--- src/rtl/uart_pkg.sv ---
// Shared UART definitions: receiver FSM states, bit-timing helper and 8N1 frame constants.
// Used by uart_rx (and uart_tx).
package uart_pkg;

    typedef enum logic [2:0] {
        IDLE  = 3'd0,
        START = 3'd1,
        DATA  = 3'd2,
        STOP  = 3'd3,
        BREAK = 3'd4
    } rx_state_e;

    localparam int   DATA_BITS  = 8;
    localparam logic STOP_LEVEL = 1'b1;

    function automatic int clks_per_bit(input int clock_frequency, input int baud_rate);
        return clock_frequency / baud_rate;
    endfunction

endpackage

--- src/rtl/uart_rx_fifo.sv ---
// Receive FIFO: circular buffer with extra-MSB pointers, first-word-fall-through head,
// and the overrun decision for pushes that arrive while full.
module uart_rx_fifo
    import uart_pkg::*;
#(
    parameter int DATA_WIDTH = DATA_BITS,
    parameter int DEPTH      = 16
) (
    input  logic                       clk,
    input  logic                       rst_n,
    input  logic                       push_i,
    input  logic [DATA_WIDTH-1:0]      data_i,
    input  logic                       pop_i,
    output logic [DATA_WIDTH-1:0]      data_o,
    output logic                       valid_o,
    output logic                       overrun_o,
    output logic [$clog2(DEPTH):0]     count_o
);

    localparam int AW = $clog2(DEPTH);

    logic [DATA_WIDTH-1:0] mem_q [DEPTH];
    logic [AW:0]           wr_ptr_q, wr_ptr_d;
    logic [AW:0]           rd_ptr_q, rd_ptr_d;
    logic                  overrun_q, overrun_d;
    logic                  empty, full, do_push, do_pop;

    assign empty = (wr_ptr_q == rd_ptr_q);
    assign full  = (wr_ptr_q[AW-1:0] == rd_ptr_q[AW-1:0]) && (wr_ptr_q[AW] != rd_ptr_q[AW]);

    // A pop in the same cycle frees the slot, so a push into a full FIFO still succeeds.
    assign do_pop  = pop_i && !empty;
    assign do_push = push_i && (!full || do_pop);

    always_comb begin
        wr_ptr_d  = wr_ptr_q;
        rd_ptr_d  = rd_ptr_q;
        overrun_d = push_i && full && !do_pop;
        if (do_push) wr_ptr_d = wr_ptr_q + 1'b1;
        if (do_pop)  rd_ptr_d = rd_ptr_q + 1'b1;
    end

    always_ff @(posedge clk or negedge rst_n) begin
        if (!rst_n) begin
            wr_ptr_q  <= '0;
            rd_ptr_q  <= '0;
            overrun_q <= 1'b0;
        end else begin
            wr_ptr_q  <= wr_ptr_d;
            rd_ptr_q  <= rd_ptr_d;
            overrun_q <= overrun_d;
        end
    end

    always_ff @(posedge clk) begin
        if (do_push) mem_q[wr_ptr_q[AW-1:0]] <= data_i;
    end

    assign data_o    = empty ? '0 : mem_q[rd_ptr_q[AW-1:0]];
    assign valid_o   = !empty;
    assign overrun_o = overrun_q;
    assign count_o   = wr_ptr_q - rd_ptr_q;

endmodule

--- src/rtl/uart_rx.sv ---
// UART 8N1 receiver: 2-flop synchroniser, bit-timing FSM and receive FIFO with valid/ack pop.
// Optional build macro UART_RX_MAJORITY_EN selects 2-of-3 majority sampling around each bit centre.
module uart_rx
    import uart_pkg::*;
#(
    parameter int CLOCK_FREQUENCY = 27000000,
    parameter int BAUD_RATE       = 115200,
    parameter int FIFO_DEPTH      = 16
) (
    input  logic                          clk,
    input  logic                          rst_n,
    input  logic                          uart_rx_pin,
    output logic [7:0]                    rx_data,
    output logic                          rx_valid,
    input  logic                          rx_read_ack,
    output logic                          frame_error,
    output logic                          overrun,
    output logic [$clog2(FIFO_DEPTH):0]   fifo_count
);

    localparam int CPB      = clks_per_bit(CLOCK_FREQUENCY, BAUD_RATE);
    localparam int HALF_BIT = CPB / 2;
`ifdef UART_RX_MAJORITY_EN
    localparam int DEC_OFF = 1;
`else
    localparam int DEC_OFF = 0;
`endif
    // Majority decisions land one count late; reloading the counter with that offset
    // keeps later bit centres on the nominal grid so the lateness does not accumulate.
    localparam logic [15:0] START_DEC  = 16'(HALF_BIT - 1 + DEC_OFF);
    localparam logic [15:0] BIT_DEC    = 16'(CPB - 1 + DEC_OFF);
    localparam logic [15:0] CNT_RELOAD = 16'(DEC_OFF);
    localparam logic [2:0]  LAST_BIT   = 3'(DATA_BITS - 1);

    logic            sync1_q, sync2_q;
    logic            line_bit;
    rx_state_e       state_q, state_d;
    logic [15:0]     cnt_q, cnt_d;
    logic [2:0]      idx_q, idx_d;
    logic [7:0]      shift_q, shift_d;
    logic            ferr_q, ferr_d;
    logic            push;

    always_ff @(posedge clk or negedge rst_n) begin
        if (!rst_n) begin
            sync1_q <= 1'b1;
            sync2_q <= 1'b1;
        end else begin
            sync1_q <= uart_rx_pin;
            sync2_q <= sync1_q;
        end
    end

`ifdef UART_RX_MAJORITY_EN
    logic [1:0] hist_q;

    always_ff @(posedge clk or negedge rst_n) begin
        if (!rst_n) hist_q <= 2'b11;
        else        hist_q <= {hist_q[0], sync2_q};
    end

    assign line_bit = (hist_q[1] & hist_q[0]) | (hist_q[1] & sync2_q) | (hist_q[0] & sync2_q);
`else
    assign line_bit = sync2_q;
`endif

    always_comb begin
        state_d = state_q;
        cnt_d   = cnt_q + 16'd1;
        idx_d   = idx_q;
        shift_d = shift_q;
        ferr_d  = 1'b0;
        push    = 1'b0;
        unique case (state_q)
            IDLE: begin
                cnt_d = '0;
                if (!sync2_q) state_d = START;
            end
            START: begin
                if (cnt_q == START_DEC) begin
                    cnt_d = CNT_RELOAD;
                    idx_d = '0;
                    state_d = line_bit ? IDLE : DATA;
                end
            end
            DATA: begin
                if (cnt_q == BIT_DEC) begin
                    cnt_d   = CNT_RELOAD;
                    shift_d = {line_bit, shift_q[7:1]};
                    idx_d   = idx_q + 3'd1;
                    if (idx_q == LAST_BIT) state_d = STOP;
                end
            end
            STOP: begin
                if (cnt_q == BIT_DEC) begin
                    cnt_d = '0;
                    if (line_bit == STOP_LEVEL) begin
                        push    = 1'b1;
                        state_d = IDLE;
                    end else begin
                        ferr_d  = 1'b1;
                        state_d = BREAK;
                    end
                end
            end
            BREAK: begin
                cnt_d = '0;
                if (sync2_q) state_d = IDLE;
            end
            default: state_d = IDLE;
        endcase
    end

    always_ff @(posedge clk or negedge rst_n) begin
        if (!rst_n) begin
            state_q <= IDLE;
            cnt_q   <= '0;
            idx_q   <= '0;
            shift_q <= '0;
            ferr_q  <= 1'b0;
        end else begin
            state_q <= state_d;
            cnt_q   <= cnt_d;
            idx_q   <= idx_d;
            shift_q <= shift_d;
            ferr_q  <= ferr_d;
        end
    end

    assign frame_error = ferr_q;

    uart_rx_fifo #(
        .DATA_WIDTH (8),
        .DEPTH      (FIFO_DEPTH)
    ) u_fifo (
        .clk       (clk),
        .rst_n     (rst_n),
        .push_i    (push),
        .data_i    (shift_q),
        .pop_i     (rx_read_ack),
        .data_o    (rx_data),
        .valid_o   (rx_valid),
        .overrun_o (overrun),
        .count_o   (fifo_count)
    );

endmodule
--- config.mk ---
export PLATFORM = sky130hd
export DESIGN_NAME = uart_rx
export DESIGN_NICKNAME = d
export VERILOG_FILES = /design/src/rtl/uart_pkg.sv /design/src/rtl/uart_rx_fifo.sv /design/src/rtl/uart_rx.sv
export SDC_FILE = /design/constraint.sdc
export NUM_CORES = 1
export LEC_CHECK = 0
export CORE_UTILIZATION = 50
export CTS_CLUSTER_DIAMETER = 120
export DETAILED_ROUTE_END_ITERATION = 12
export PLACE_DENSITY = 0.67
export SYNTH_ARGS = -nofsm -noshare
export SYNTH_HDL_FRONTEND = slang
export SYNTH_SLANG_ARGS = --single-unit
--- constraint.sdc ---
create_clock -name clk -period 4.25 [get_ports clk]
set_clock_uncertainty 0.1 [all_clocks]
set_input_delay 0.85 -clock clk [delete_from_list [all_inputs] [get_ports clk]]
set_output_delay 0.85 -clock clk [all_outputs]
set_load 0.02 [all_outputs]
==> run_1/power_grid.png <==
Drawn at 4 px/µm. Pins as bars on the die edge. Tap cells in grey.
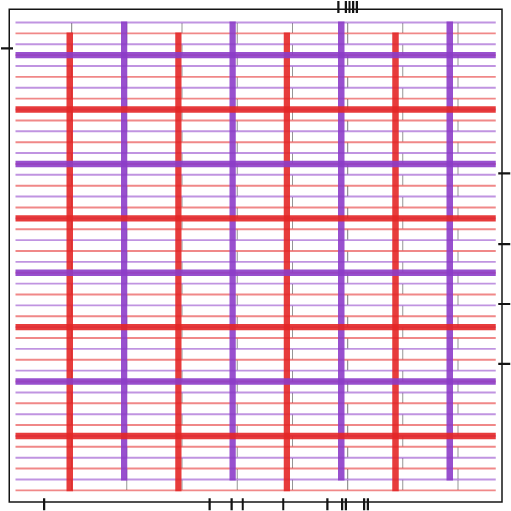
VSS: drawn in red. VDD: drawn in purple.
44 met1 rails follow the rows. 8 straps on met4.

==> run_1/placement_by_type.png <==
Drawn at 4 px/µm. Fill, decap, tap and diode cells in grey.
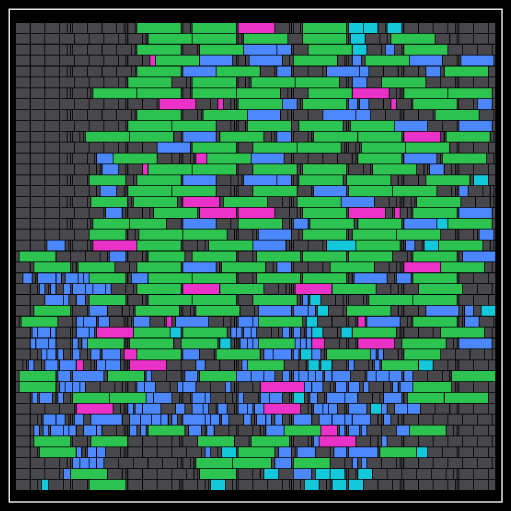
remaining buffers and delay cells: drawn in cyan, cells 34. sequential cells: drawn in green, cells 172. clock drivers and dummy loads: drawn in magenta, cells 31. combinational and other logic: drawn in blue, cells 256.
flop share of the area: 59.5%
total core area: 0.0140 mm²
post-route cell area: 0.00832 mm²
row cnt: 43

==> run_1/clk_routes.png <==
Drawn at 3 px/µm.
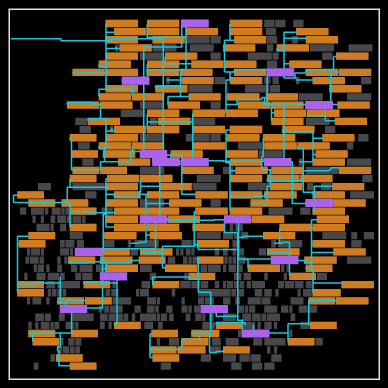
flip-flops: drawn in orange, count 172. clock wires: drawn in cyan, length 1,800 µm. clock drivers: drawn in purple, count 17.
There are 18 routed clock nets. Position of the flops: widely spread.

==> run_1/wires.png <==
Drawn at 4 px/µm.
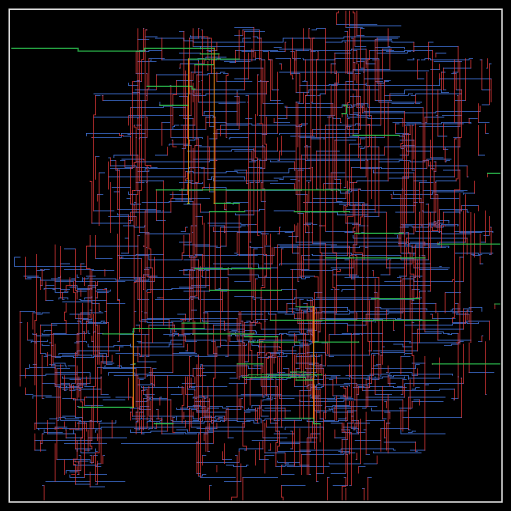
metal 4: drawn in orange, wire length 121 µm. metal 1: drawn in blue, wire length 5,970 µm. metal 2: drawn in red, wire length 6,650 µm. metal 3: drawn in green, wire length 510 µm.
Wirelength per Cell: 19.7 µm
via count: 3,849
GRT Overall Usage: 20.2%
drt total wl: 13.3 mm

## run 1: per-stage QoR
stage               hold WS (ns)  instances  cell area, µm²  util (%)  total power [W]
floorplan                  0.245        443            7300         -          0.00272
global placement           0.246        642            7770      55.3          0.00314
detailed placement         0.251        642            7770      55.3          0.00315
CTS                        0.260        673            8320      59.3          0.00462
global route               0.265        673            8320      59.3          0.00475
finish                     0.258        673            8320      59.3          0.00456
## run 1: critical path, stage by stage (launching register included)
cell	delay, ns
dfrtp_1	0.64
ha_1	0.36
and4_1	0.18
nand2_1	0.11
nand2_1	0.26
o22ai_1	0.28
clkdlybuf4s50_1	0.64
## run 1: path summary, 6_finish.rpt
check | slack (ns) | cells after the start | endpoint
worst max-delay path | 0.39 | 6 | rx_data[3]
worst min register to register | 0.26 | 0 | line_bit$_DFF_PN1_
worst min-delay path | 0.26 | 0 | line_bit$_DFF_PN1_
min in group asynchronous | 0.48 | 1 | cnt_q[15]$_DFF_PN0_
worst max register to register | 1.21 | 5 | u_fifo.mem_q[3][1]$_DFFE_PP_
max in group asynchronous | 2.89 | 1 | u_fifo.rd_ptr_q[0]$_DFFE_PN0P_
## run 1: routing by layer
layer	share of wire [%]	vias up	track usage [%]	wire, µm
met5	0	-	0	0
met4	0.91	0	7.93	121
met3	3.8	11	4.46	510
met2	50	70	32.5	6650
met1	45	1971	26.8	5970
li1	-	1797	-	-
## run 1: layout by cell type, fill, tap and decap left out, drive strengths merged, types with 4 or more instances in the layout
cell type	count
nor2b	4
nor3	9
mux4	32
o22ai	8
nor4	10
nand3	17
mux2	9
clkbuf	19
nand2	22
xor2	7
ha	14
buf	16
edfxtp	128
clkdlybuf4s50	18
nor2	28
a21oi	7
dfrtp	42
mux2i	16
clkinv	6
xnor2	18
nand4	9
inv	18
==> results.yml, run 1 <==
# flow metrics
status:
  status: "finished, final reports clean"
layout:
  regArea_mm2: 0.00495
  drive_gt1_share_pct: 19.5
  clockBufferCount: 19
  fill_cells: 1031
  signal_buffers: 34
  comb-cell-share_pct: 26.7
  num-nets-final: 500
  antenna_cells: 0
  buf_share_pct: 3.73
  mi_logic_area_mm2: 0.00222
pwr:
  p_per_area_mw_per_mm2: 548
  p_sw_share_pct: 28.0
  pwr-share-seq_pct: 40.9
  combPwrFrac_pct: 27.0
  p_clk_share_pct: 32.1
placed_design:
  numPortBuffers: 19
  place.gp.congestion: 0.799
  hpwl_mm: 8.64
die:
  die_y_um: 123
  core_util_floorplan_pct: 52.0
clock_tree:
  cts_buffer_depth: 2
  cts_inserted_buffers: 17
  cts_resized: 0
global_routing:
  grt-ovfl-total: 0
  grt_pass1_vias: 4035
route:
  ant_nets: 0
  drt_iter0_drc: 350
sta:
  worst_slack_ns: 0.394
  clock.fmax_mhz: 259
  drv_slew: 0
  slew_headroom_pct: 22.8
  period_needed_ns: 3.86
logic_synthesis:
  ys.flop_type: "edfxtp_1"
  yosysMostFrequentCell: "edfxtp_1"
  synth_cells: 443
  async_reset_ff_share_pct: 25.6
  synth_nets: 462
  ys_sh_simple_pct: 8.52
  yosys_warnings: 0
  top_cells_by_area: "edfxtp_1 53%, dfrtp_1 14%, mux4_2 9.9%"
  synth_flops: 172
  yosys.stat.seqShare_pct: 67.8
setup_path:
  cp_data_required_time_ns: 3.30
  path_max_fanout: 14
  criticalPathCategory: "reg2out"
  startpoint: "u_fifo.wr_ptr_q[3]$_DFFE_PN0P_"
min_path:
  hp-class: "reg2reg"
  min_from: "sync1_q$_DFF_PN1_"
==> run_1/congestion.png <==
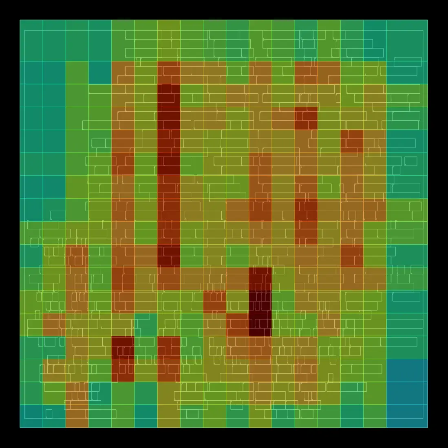

## Run 2: what changed since run 1
--- a/config.mk
+++ b/config.mk
@@ -6,6 +6,7 @@
 export NUM_CORES = 1
 export LEC_CHECK = 0
 export CORE_UTILIZATION = 50
+export CTS_BUF_LIST = sky130_fd_sc_hd__clkbuf_2 sky130_fd_sc_hd__clkbuf_4 sky130_fd_sc_hd__clkbuf_8
 export CTS_CLUSTER_DIAMETER = 120
 export DETAILED_ROUTE_END_ITERATION = 12
 export PLACE_DENSITY = 0.67
==> run_2/congestion.png <==
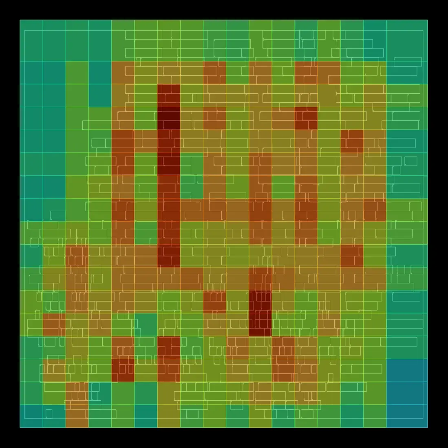
GRT Overall Usage: 19.7%
Layout Utilization: 57.9%
met3 usage: 4.09%
GRT Max-Usage Layer: met2
Wirelength per Cell: 19.5 µm

==> run_2/power_grid.png <==
Drawn at 4 px/µm. Pins as bars on the die edge. Tap cells in grey.
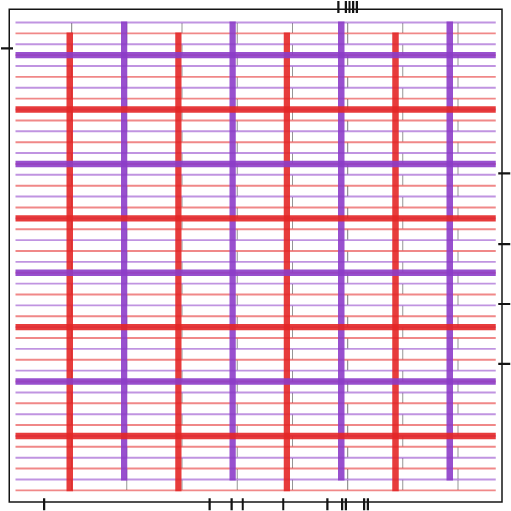
VSS: drawn in red. VDD: drawn in purple.
8 straps on met4. The core has 43 rows.
maximum VDD drop: 0.000210 V
die y size: 123 µm
Die W: 123 µm

==> run_2/clk_routes.png <==
Drawn at 3 px/µm.
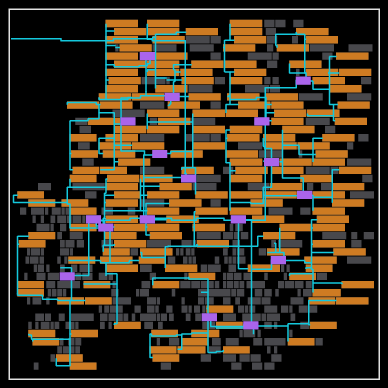
clock drivers: drawn in purple, count 17. clock wires: drawn in cyan, length 1,730 µm. flip-flops: drawn in orange, count 172.
There are 18 routed clock nets.

==> run 2 against run 1 <==
Compared with the run above:
- utilization fell by 1.3 points
- critical endpoint unchanged
- non-clock buffer count did not move
- critical path type unchanged
- clock power fell by 26%
- highest routed layer unchanged
- clock-buffer cell count did not move
- cell area fell by 2.2%
- register-to-register slack barely moved
- global-route usage fell by 0.44 points
- cell count did not move
==> results.yml, run 2 <==
# flow metrics
placed_design:
  hpwl_mm: 8.64
  place.gp.congestion: 0.799
  numPortBuffers: 19
layout:
  antenna_cells: 0
  layout_top_cell: "edfxtp_1"
  layout.cells.most_common_list: "128 x edfxtp_1, 41 x dfrtp_1, 32 x mux4_2"
  final_cells: 673
logic_synthesis:
  yosys_warnings: 0
  synth_cells: 443
  synth_nets: 462
  synth_flops: 172
  ys.flop_type: "edfxtp_1"
  async_reset_ff_share_pct: 25.6
pwr:
  p_sw_share_pct: 29.2
  p_per_area_mw_per_mm2: 513
  total_power_w: 0.00417
  p_clk_share_pct: 25.8
  combPwrFrac_pct: 29.5
  pwr-share-seq_pct: 44.7
route:
  drt_iter0_drc: 348
  met2_length_mm: 6.68
  drt_wl_total_mm: 13.1
  wl_met1_mm: 5.62
  wl_met3_um: 627
  vias: 3832
min_path:
  min_path_cells: 0
  min_from: "sync1_q$_DFF_PN1_"
  hold_end: "line_bit$_DFF_PN1_"
  hp-class: "reg2reg"
setup_path:
  reg2regPathDepth: 5
  cp_data_required_time_ns: 3.30
  r2r-end: "u_fifo.mem_q[2][2]$_DFFE_PP_"
clock_tree:
  cts_inserted_buffers: 17
  cts_buffer_depth: 2
sta:
  clock.fmax_mhz: 256
  slew_headroom_pct: 23.2
die:
  core_util_floorplan_pct: 52.0
  row_count: 43
  core_mm2: 0.0140
global_routing:
  grt.met1_usage_pct: 26.1
status:
  status: "finished, final reports clean"
run 2: cell counts in the layout (fill, tap and decap cells not counted):
No cell type changed its count.
run 2: per-stage QoR:
step / cell area [µm²] / utilization, % / hold WS [ns]
after floorplan: 7300 / - / 0.245
after global placement: 7770 / 55.3 / 0.246
after detailed placement: 7770 / 55.3 / 0.251
after CTS: 8140 / 57.9 / 0.263
after global routing: 8140 / 57.9 / 0.268
final: 8140 / 57.9 / 0.261
run 2: critical path: stages (launching register included):
cell	delay, ns
dfrtp_1	0.65
ha_1	0.37
and4_1	0.18
nand2_1	0.11
nand2_1	0.26
o22ai_1	0.29
clkdlybuf4s50_1	0.64
run 2: kinds of logic (layout without fill, tap and decap cells):
| group | Yosys count | after routing |
|---|---|---|
| muxes | 57 | 57 |
| xor gates and xnor gates | 25 | 25 |
| AOI/OAI and AO/OA | 30 | 30 |
| adders and majority gates | 15 | 15 |
| buffers and inverters | 31 | 81 |
| and+or+nand+nor | 113 | 113 |
| DFF | 172 | 172 |
run 2: area by class of cell:
cell class	instances	area, µm²
fill	1040	5910
sequential	172	4950
multi-input combinational	240	2220
timing repair buffer	34	310
clock buffer	19	249
tap	180	225
clock inverter	12	121
inverter	16	60.1
run 2: worst max path at each step:
stage                                        start    endpoint
floorplan           u_fifo.rd_ptr_q[2]$_DFFE_PN0P_  rx_data[0]
global placement    u_fifo.wr_ptr_q[3]$_DFFE_PN0P_  rx_data[3]
detailed placement  u_fifo.wr_ptr_q[3]$_DFFE_PN0P_  rx_data[5]
CTS                 u_fifo.wr_ptr_q[3]$_DFFE_PN0P_  rx_data[5]
global route        u_fifo.wr_ptr_q[3]$_DFFE_PN0P_  rx_data[5]
finish              u_fifo.wr_ptr_q[3]$_DFFE_PN0P_  rx_data[3]
==> run_2/placement_by_type.png <==
Drawn at 4 px/µm. Fill, decap, tap and diode cells in grey.
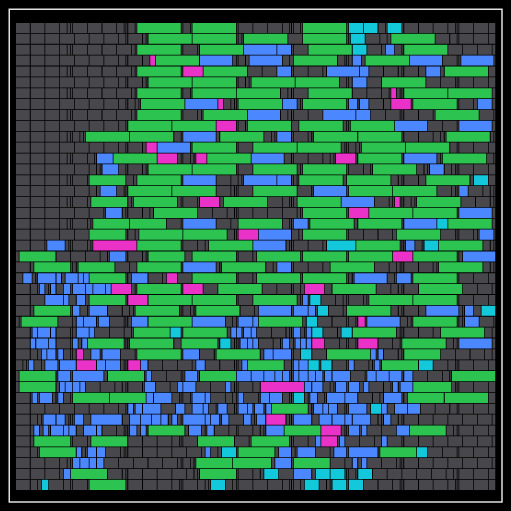

## Run 3: what changed since run 2
==> constraint.sdc (replaced) <==
create_clock -name clk -period 4.25 [get_ports clk]
set_clock_uncertainty 0.1 [all_clocks]
set_input_delay 1.0625 -clock clk [delete_from_list [all_inputs] [get_ports clk]]
set_output_delay 1.0625 -clock clk [all_outputs]
set_load 0.02 [all_outputs]
==> run_3/placement_by_type.png <==
Drawn at 4 px/µm. Fill, decap, tap and diode cells in grey.
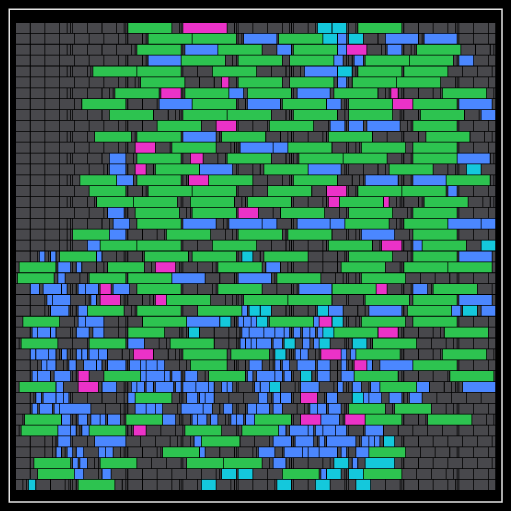
combinational and other logic: drawn in blue, cells 256. sequential cells: drawn in green, cells 172. clock drivers and dummy loads: drawn in magenta, cells 32. remaining buffers and delay cells: drawn in cyan, cells 36.
post-route cell area: 0.00815 mm²
Layout Utilization: 58.1%
flop share of the area: 60.7%

==> run_3/clk_routes.png <==
Drawn at 3 px/µm.
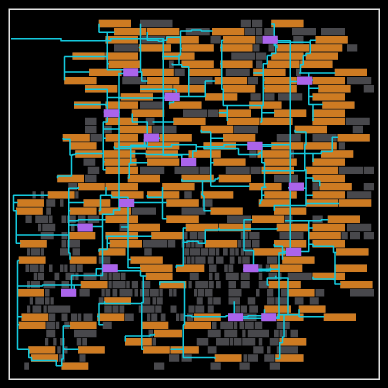
clock wires: drawn in cyan, length 1,850 µm. flip-flops: drawn in orange, count 172. clock drivers: drawn in purple, count 17.
Position of the flops: widely spread. There are 18 routed clock nets.

==> run_3/power_grid.png <==
Drawn at 4 px/µm. Pins as bars on the die edge. Tap cells in grey.
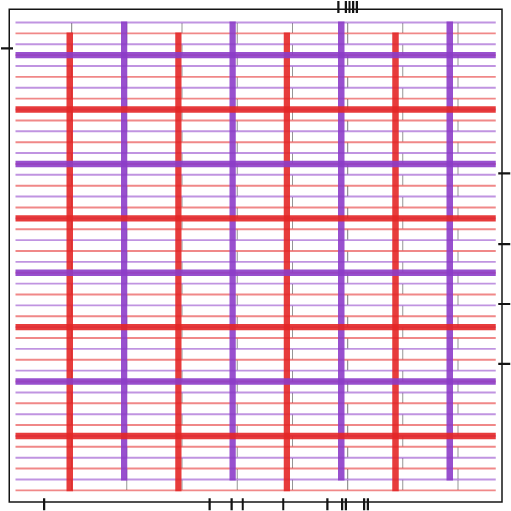
VDD: drawn in purple. VSS: drawn in red.
8 straps on met4. 8 straps on met5. 44 met1 rails follow the rows.

==> run 3 against run 2 <==
Compared with the run above:
- maximum frequency decreased by 3.1%
- wire length up 1.6%
- sequential cell count is the same
- largest cell class unchanged
- sequential power is essentially flat
==> results.yml, run 3 <==
# flow metrics
setup_path:
  criticalPathCategory: "reg2out"
  path_max_fanout: 8
  slowest_stage: "clkdlybuf4s50_1"
  cp_data_required_time_ns: 3.09
  critPathMaxStageDelay_ns: 0.64
  cpMostUsedCell: "nand2_1"
  cp_cell_sequence: "ha_1, and4_1, nand2_1, nand2_1, o22ai_1, clkdlybuf4s50_1"
sta:
  clock.fmax_mhz: 248
  hold_ws_ns: 0.255
  drv_slew: 0
  worst_slack_ns: 0.223
layout:
  num-nets-final: 502
  antenna_cells: 0
  final_cells: 676
  layout_top_cell: "edfxtp_1"
  drive_gt1_share_pct: 21.2
logic_synthesis:
  async_reset_ff_share_pct: 25.6
  synth_cells: 443
  ys.flop_type: "edfxtp_1"
  synth_flops: 172
  yosysMostFrequentCell: "edfxtp_1"
global_routing:
  grt_pass1_vias: 3975
  track_usage_pct: 19.9
  grt-ovfl-total: 0
route:
  wl_per_cell_um: 19.7
  wl_met1_mm: 5.86
  vias: 3853
  wl_met3_um: 585
  highest_layer: "met4"
  drt_wl_total_mm: 13.3
  met2_length_mm: 6.66
  ant_nets: 0
pwr:
  peakVddDrop_v: 0.000274
  total_power_w: 0.00418
  p_per_area_mw_per_mm2: 513
placed_design:
  numPortBuffers: 19
  place.gp.congestion: 0.781
  hpwl_mm: 8.63
  dp.cells: 644
status:
  status: "finished, final reports clean"
die:
  die_y_um: 123
  core_util_floorplan_pct: 52.0
  die_w_um: 123
clock_tree:
  cts_buffer_depth: 2
  cts_inserted_buffers: 17
==> run 3: cell counts after synthesis <==
No cell type changed its count.
==> run 3: kinds of logic after synthesis <==
group	count (synthesis)	share of synthesized area, %
fa+ha+maj	15	2.67
compound gates	30	2.71
mux	57	13.5
flops	172	67.8
buf+inv	31	1.83
xor+xnor	25	3.00
simple gates	113	8.52
==> run 3: path summary, 6_finish.rpt <==
kind	start	endpoint	slack (ns)	cells after the start
min in group asynchronous	rst_n	cnt_q[12]$_DFF_PN0_	0.66	1
max reg2reg	cnt_q[1]$_DFF_PN0_	u_fifo.mem_q[2][3]$_DFFE_PP_	1.59	7
min	sync1_q$_DFF_PN1_	line_bit$_DFF_PN1_	0.25	0
min reg2reg	sync1_q$_DFF_PN1_	line_bit$_DFF_PN1_	0.25	0
max	u_fifo.wr_ptr_q[2]$_DFFE_PN0P_	rx_data[4]	0.22	6
max in group asynchronous	rst_n	u_fifo.rd_ptr_q[0]$_DFFE_PN0P_	2.71	1
==> run 3: per-layer routing <==
metal,global-route usage (%),up-vias
met5,0,-
met4,7.77,0
met3,4.00,20
met2,32.6,71
met1,26.2,1964
li1,-,1798
==> run 3: cell type report <==
type                    instances  area [µm²]
clock buffers                  20         256
clock inverters                12         113
fillers                      1072        5890
inverters                      16        60.1
multi-input cells             240        2220
flip-flops and latches        172        4950
well taps                     180         225
repair buffers                 36         325
==> run 3: power by group <==
part           switching [W]  internal, W  total [W]
clock               0.000587     0.000488    0.00107
combinational       0.000659     0.000607    0.00127
sequential         0.0000307      0.00181    0.00184
total                0.00128      0.00291    0.00418
==> run 3: critical path: cells and delay by family, from the launching register on <==
family                   cells  cell delay [ns]
AND/OR/NAND/NOR              3             0.62
adder cells (fa/ha/maj)      1             0.39
buffers and inverters        1             0.64
flip-flops                   1             0.48
AND-OR/OR-AND                1             0.29
Power figures rest on the tool's default switching activity, not on a simulated workload.
